### src/rtl/rtu_pkg.sv
// Shared types and default frame geometry for the ray-tracing frame sequencer
// and the frame-buffer controller.
package rtu_pkg;

  typedef enum logic [1:0] {
    S_IDLE     = 2'd0,
    S_DISPATCH = 2'd1,
    S_DRAIN    = 2'd2,
    S_DONE     = 2'd3
  } sched_state_t;

  localparam int H_RES_DEF   = 320;
  localparam int V_RES_DEF   = 240;
  localparam int COLOR_W_DEF = 12;

  // Index width that stays legal for single-entry vectors.
  function automatic int clog2_min1(input int v);
    return (v > 1) ? $clog2(v) : 1;
  endfunction

endpackage

### src/rtl/rtu_job_scheduler_rr_arbiter.sv
// Round-robin arbiter: one-hot grant starting from a rotating priority pointer;
// the pointer moves past the winner only when the grant is taken (advance).
module rr_arbiter
  import rtu_pkg::*;
#(
  parameter int N = 4
) (
  input  logic         clk,
  input  logic         rst,
  input  logic [N-1:0] req,
  input  logic         advance,
  output logic [N-1:0] gnt
);

  localparam int PW = clog2_min1(N);

  logic [PW-1:0] ptr;
  logic [PW-1:0] win;
  logic [N-1:0]  mask;
  logic [N-1:0]  hi_req;
  logic [N-1:0]  pick;
  logic          found;

  // Requests at or above the pointer win first; otherwise wrap to the lowest.
  always_comb begin
    mask = '0;
    for (int i = 0; i < N; i++) mask[i] = (i >= int'(ptr));
    hi_req = req & mask;
    pick   = (|hi_req) ? hi_req : req;
    gnt    = '0;
    win    = '0;
    found  = 1'b0;
    for (int i = 0; i < N; i++) begin
      if (pick[i] && !found) begin
        gnt[i] = 1'b1;
        win    = PW'(i);
        found  = 1'b1;
      end
    end
  end

  always_ff @(posedge clk) begin
    if (rst) ptr <= '0;
    else if (advance && found) ptr <= (int'(win) == N - 1) ? '0 : win + 1'b1;
  end

endmodule

### src/rtl/rtu_job_scheduler.sv
// Frame sequencer: walks pixels in raster order, issues each to the lowest free RTU,
// and funnels RTU results round-robin onto the single frame-buffer write port.
//
//   state      | meaning
//   S_IDLE     | waiting for start
//   S_DISPATCH | issuing pixels, collecting results
//   S_DRAIN    | all pixels issued, collecting the remaining results
//   S_DONE     | one-cycle frame_done pulse
module rtu_job_scheduler
  import rtu_pkg::*;
#(
  parameter  int NUM_RTU = 4,
  parameter  int H_RES   = H_RES_DEF,
  parameter  int V_RES   = V_RES_DEF,
  parameter  int COLOR_W = COLOR_W_DEF,
  localparam int X_W     = $clog2(H_RES),
  localparam int Y_W     = $clog2(V_RES),
  localparam int FB_AW   = $clog2(H_RES * V_RES)
) (
  input  logic                       clk,
  input  logic                       rst,
  input  logic                       start,
  output logic                       busy,
  output logic                       frame_done,
  input  logic [NUM_RTU-1:0]         rtu_idle,
  output logic [NUM_RTU-1:0]         rtu_go,
  output logic [X_W-1:0]             rtu_x,
  output logic [Y_W-1:0]             rtu_y,
  input  logic [NUM_RTU-1:0]         res_valid,
  input  logic [NUM_RTU*COLOR_W-1:0] res_color,
  output logic [NUM_RTU-1:0]         res_ack,
  output logic                       fb_we,
  output logic [FB_AW-1:0]           fb_addr,
  output logic [COLOR_W-1:0]         fb_wdata,
  input  logic                       fb_ready
);

  sched_state_t state, state_nxt;

  logic [X_W-1:0]     x;
  logic [Y_W-1:0]     y;
  logic [NUM_RTU-1:0] slot_busy;
  logic [FB_AW-1:0]   slot_addr [NUM_RTU];

  logic [NUM_RTU-1:0] free_slot;
  logic [NUM_RTU-1:0] go;
  logic [NUM_RTU-1:0] req;
  logic [NUM_RTU-1:0] gnt;
  logic               issue;
  logic               last_px;
  logic               active;
  logic               adv;
  logic               grant;
  logic [FB_AW-1:0]   cur_addr;
  logic [FB_AW-1:0]   sel_addr;
  logic [COLOR_W-1:0] sel_color;

  assign active    = (state == S_DISPATCH) || (state == S_DRAIN);
  assign free_slot = rtu_idle & ~slot_busy;
  assign issue     = |go;
  assign last_px   = (x == X_W'(H_RES - 1)) && (y == Y_W'(V_RES - 1));
  assign cur_addr  = FB_AW'(y) * FB_AW'(H_RES) + FB_AW'(x);

  always_comb begin
    state_nxt = state;
    case (state)
      S_IDLE:     if (start) state_nxt = S_DISPATCH;
      S_DISPATCH: if (issue && last_px) state_nxt = S_DRAIN;
      S_DRAIN:    if (slot_busy == '0 && !fb_we) state_nxt = S_DONE;
      S_DONE:     state_nxt = S_IDLE;
      default:    state_nxt = S_IDLE;
    endcase
  end

  // Lowest-index free slot gets the job; scanned high to low so the lowest sticks.
  always_comb begin
    go = '0;
    if (state == S_DISPATCH) begin
      for (int i = NUM_RTU - 1; i >= 0; i--) begin
        if (free_slot[i]) begin
          go    = '0;
          go[i] = 1'b1;
        end
      end
    end
  end

  // A grant is only taken when the write register is empty or draining this cycle.
  assign adv   = active && (!fb_we || fb_ready);
  assign req   = active ? (res_valid & slot_busy) : '0;
  assign grant = adv && (|gnt);

  rr_arbiter #(.N(NUM_RTU)) u_arb (
    .clk     (clk),
    .rst     (rst),
    .req     (req),
    .advance (adv),
    .gnt     (gnt)
  );

  always_comb begin
    sel_addr  = '0;
    sel_color = '0;
    for (int i = 0; i < NUM_RTU; i++) begin
      if (gnt[i]) begin
        sel_addr  = slot_addr[i];
        sel_color = res_color[i*COLOR_W +: COLOR_W];
      end
    end
  end

  always_ff @(posedge clk) begin
    if (rst) state <= S_IDLE;
    else     state <= state_nxt;
  end

  always_ff @(posedge clk) begin
    if (rst) begin
      x         <= '0;
      y         <= '0;
      slot_busy <= '0;
      fb_we     <= 1'b0;
      fb_addr   <= '0;
      fb_wdata  <= '0;
      for (int i = 0; i < NUM_RTU; i++) slot_addr[i] <= '0;
    end else begin
      if (state == S_IDLE && start) begin
        x <= '0;
        y <= '0;
      end else if (issue) begin
        if (x == X_W'(H_RES - 1)) begin
          x <= '0;
          y <= y + 1'b1;
        end else begin
          x <= x + 1'b1;
        end
      end
      for (int i = 0; i < NUM_RTU; i++) begin
        if (go[i]) begin
          slot_busy[i] <= 1'b1;
          slot_addr[i] <= cur_addr;
        end else if (grant && gnt[i]) begin
          slot_busy[i] <= 1'b0;
        end
      end
      if (grant) begin
        fb_we    <= 1'b1;
        fb_addr  <= sel_addr;
        fb_wdata <= sel_color;
      end else if (fb_we && fb_ready) begin
        fb_we <= 1'b0;
      end
    end
  end

  assign busy       = active;
  assign frame_done = (state == S_DONE);
  assign rtu_go     = go;
  assign rtu_x      = x;
  assign rtu_y      = y;
  assign res_ack    = adv ? gnt : '0;

endmodule

### config.mk
export PLATFORM = sky130hd
export DESIGN_NAME = rtu_job_scheduler
export DESIGN_NICKNAME = d
export VERILOG_FILES = /design/src/rtl/rtu_pkg.sv /design/src/rtl/rtu_job_scheduler_rr_arbiter.sv /design/src/rtl/rtu_job_scheduler.sv
export SDC_FILE = /design/constraint.sdc
export NUM_CORES = 1
export LEC_CHECK = 0
export CORE_AREA = 2 2 151 94
export DETAILED_ROUTE_END_ITERATION = 16
export DIE_AREA = 0 0 153 96
export GPL_ROUTABILITY_DRIVEN = 1
export PLACE_DENSITY = 0.86
export SKIP_CTS_REPAIR_TIMING = 1
export SLEW_MARGIN = 25
export SYNTH_ARGS = -nofsm -noshare
export SYNTH_HDL_FRONTEND = slang
export SYNTH_SLANG_ARGS = --single-unit
### constraint.sdc
create_clock -name clk -period 2.7 [get_ports clk]
set_clock_uncertainty 0.1 [all_clocks]
set_input_delay 0.675 -clock clk [delete_from_list [all_inputs] [get_ports clk]]
set_output_delay 0.675 -clock clk [all_outputs]
set_load 0.005 [all_outputs]
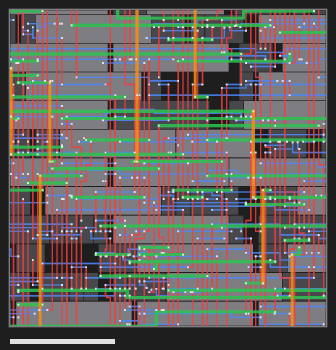
**Above:** zoomed window.
Scale bar: 10 µm. Window x 62 to 92, y 33 to 63 µm. Cells in grey, sequential cells in the stronger grey; small squares are vias.
Key: green = metal 3; blue = metal 1; red = metal 2; orange = metal 4
Netlist names of flops here include slot_addr (17), fb_addr (3). Sequential cells in the window: 20. Most frequent: edfxtp_1 (17), nor2_1 (16), a222oi_1 (4). 56 logic cells have their middle in the window.

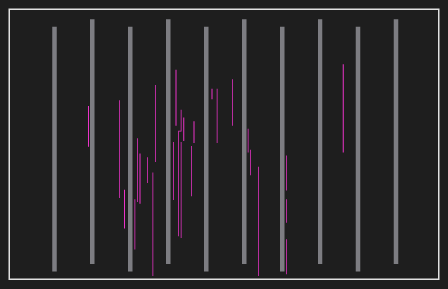
**Above:** M4 wires.
Supply wires on this layer in grey.
The layer holds 2.6% of the routed length. The layer carries 505 µm of wire. The wires run mostly vertical. The longest straight run is 38.8 µm. 23 nets have wire on it.

==> run_results.csv <==
group,metric,value,unit
routing,wl_per_cell,20.44,µm
synth,synth_cells,592,
cts,insertion_delay,0.42,ns
routing,viasPerCell,6.079,
floorplan,core_area,13340,µm²
grt,grt_start_max_net_pins,59,
synth,ys_types,61,
power_and_ir_drop,peakVddDrop,0.4435,mV
finish,fill_cells,923,
finish,nets,854,
status,run_status,"complete, but fails checks",
cts,numClockSinks,123,
cts,clk_pin_slew,0.06,ns
final_timing,rsz0062_at_grt,"true",
cts,clock_path_buffers,2,
grt,grt_usage,24.03,%
status,violations,"setup timing",
flow_run,openroad.warnings,31,
setup_path,critPathMaxStageDelay,0.49,ns
min_path,min_path_type,"flip-flop to flip-flop",
routing,first_iter_violations,793,
final_timing,finalSetupViolCount,16,
routing,wirelength,19.59,mm
final_timing,finalWorstSetupSlack,-0.3532,ns
synth,ys.flops,123,
final_timing,hold_viol_final,0,
setup_path,cpMostUsedCell,"clkdlybuf4s50_1",
synth,most_common_cell,"nor2_1",
cts,h-tree-depth,4,
grt,grt_overflow,0,
floorplan,num_rows,33,
final_timing,slew_violations,0,
floorplan,dieArea,14690,µm²
floorplan,io_pins,117,
setup_path,start_kind,"primary input",
synth,postSynthSeqShare,51.29,%
## routing by layer
| layer | part of all wire (%) | GRT usage, % | up-vias |
|---|---|---|---|
| li1 | - | - | 2588 |
| met1 | 39 | 30.40 | 2786 |
| met2 | 48 | 41.14 | 394 |
| met3 | 11 | 6.123 | 56 |
| met4 | 2.6 | 7.793 | 0 |
| met5 | 0 | 0 | - |
## power by group
part	switching, mW	internal, mW	total, mW
Combinational	0.768	0.749	1.52
Clock	0.861	1.35	2.21
Sequential	0.104	2.16	2.26
Total	1.73	4.26	5.99
## cells in the final DEF, fill, tap and decap left out, types with 5 or more instances in the layout
master           synthesis  layout
clkdlybuf4s50_1          0     106
nor2_1                  94      88
buf_4                    6      69
edfxtp_1                68      68
dfxtp_1                 55      50
nand2_1                 48      44
a222oi_1                29      29
a311oi_1                30      29
clkbuf_16                0      18
and2_1                  17      16
ha_1                    22      15
inv_1                   17      14
a21oi_1                 20      14
and3_1                  13      13
xnor2_1                 13      13
nor3_1                  11       9
nand2b_1                 7       7
nand3_1                 10       7
nor4_1                   9       7
dlymetal6s2s_1           0       7
buf_12                   0       7
nand4_1                  6       6
xor2_1                   7       6
buf_6                    3       6
nor2b_4                  0       5
a21oi_2                  0       5
or3_1                    6       5
ha_4                     0       5
dfxtp_2                  0       5
## state kept, by name, indices dropped and copies added, names as in the netlist
signal,flops
fb_we,1
fb_wdata,12
slot_busy,4
fb_addr,17
rtu_x,9
u_arb.ptr,2
state,2
slot_addr,68
rtu_y,8
## layout make-up
cell class | instances | area share, %
clock inverters | 12 | 1.252
clock buffers | 20 | 5.202
repair buffers | 198 | 21.00
inverters | 17 | 0.7094
flip-flops and latches | 123 | 35.01
multi-input cells | 413 | 34.39
well taps | 175 | 2.434
## logic make-up after synthesis
kind of cell / share of synthesized area (%)
simple gates: 19.44
flops: 51.29
compound gates: 16.54
buf+inv: 4.410
fa+ha+maj: 5.145
xor+xnor: 2.858
mux: 0.3267
## worst max-delay path: cells and delay by family
family,cells,cell delay (ns)
AOI/OAI and AO/OA,2,0.39
buffers and inverters,2,0.92
and+or+nand+nor,2,0.29
## worst paths after layout
path                                   start          endpoint  slack [ns]  depth (start not counted)
worst max-delay path            res_valid[3]        res_ack[1]       -0.35                          6
worst min-delay path             fb_wdata[2]       fb_wdata[2]        0.40                          2
worst max register to register      rtu_y[3]  slot_addr[1][16]       -0.20                          9
worst min register to register   fb_wdata[2]       fb_wdata[2]        0.40                          2
Power figures rest on the tool's default switching activity, not on a simulated workload.
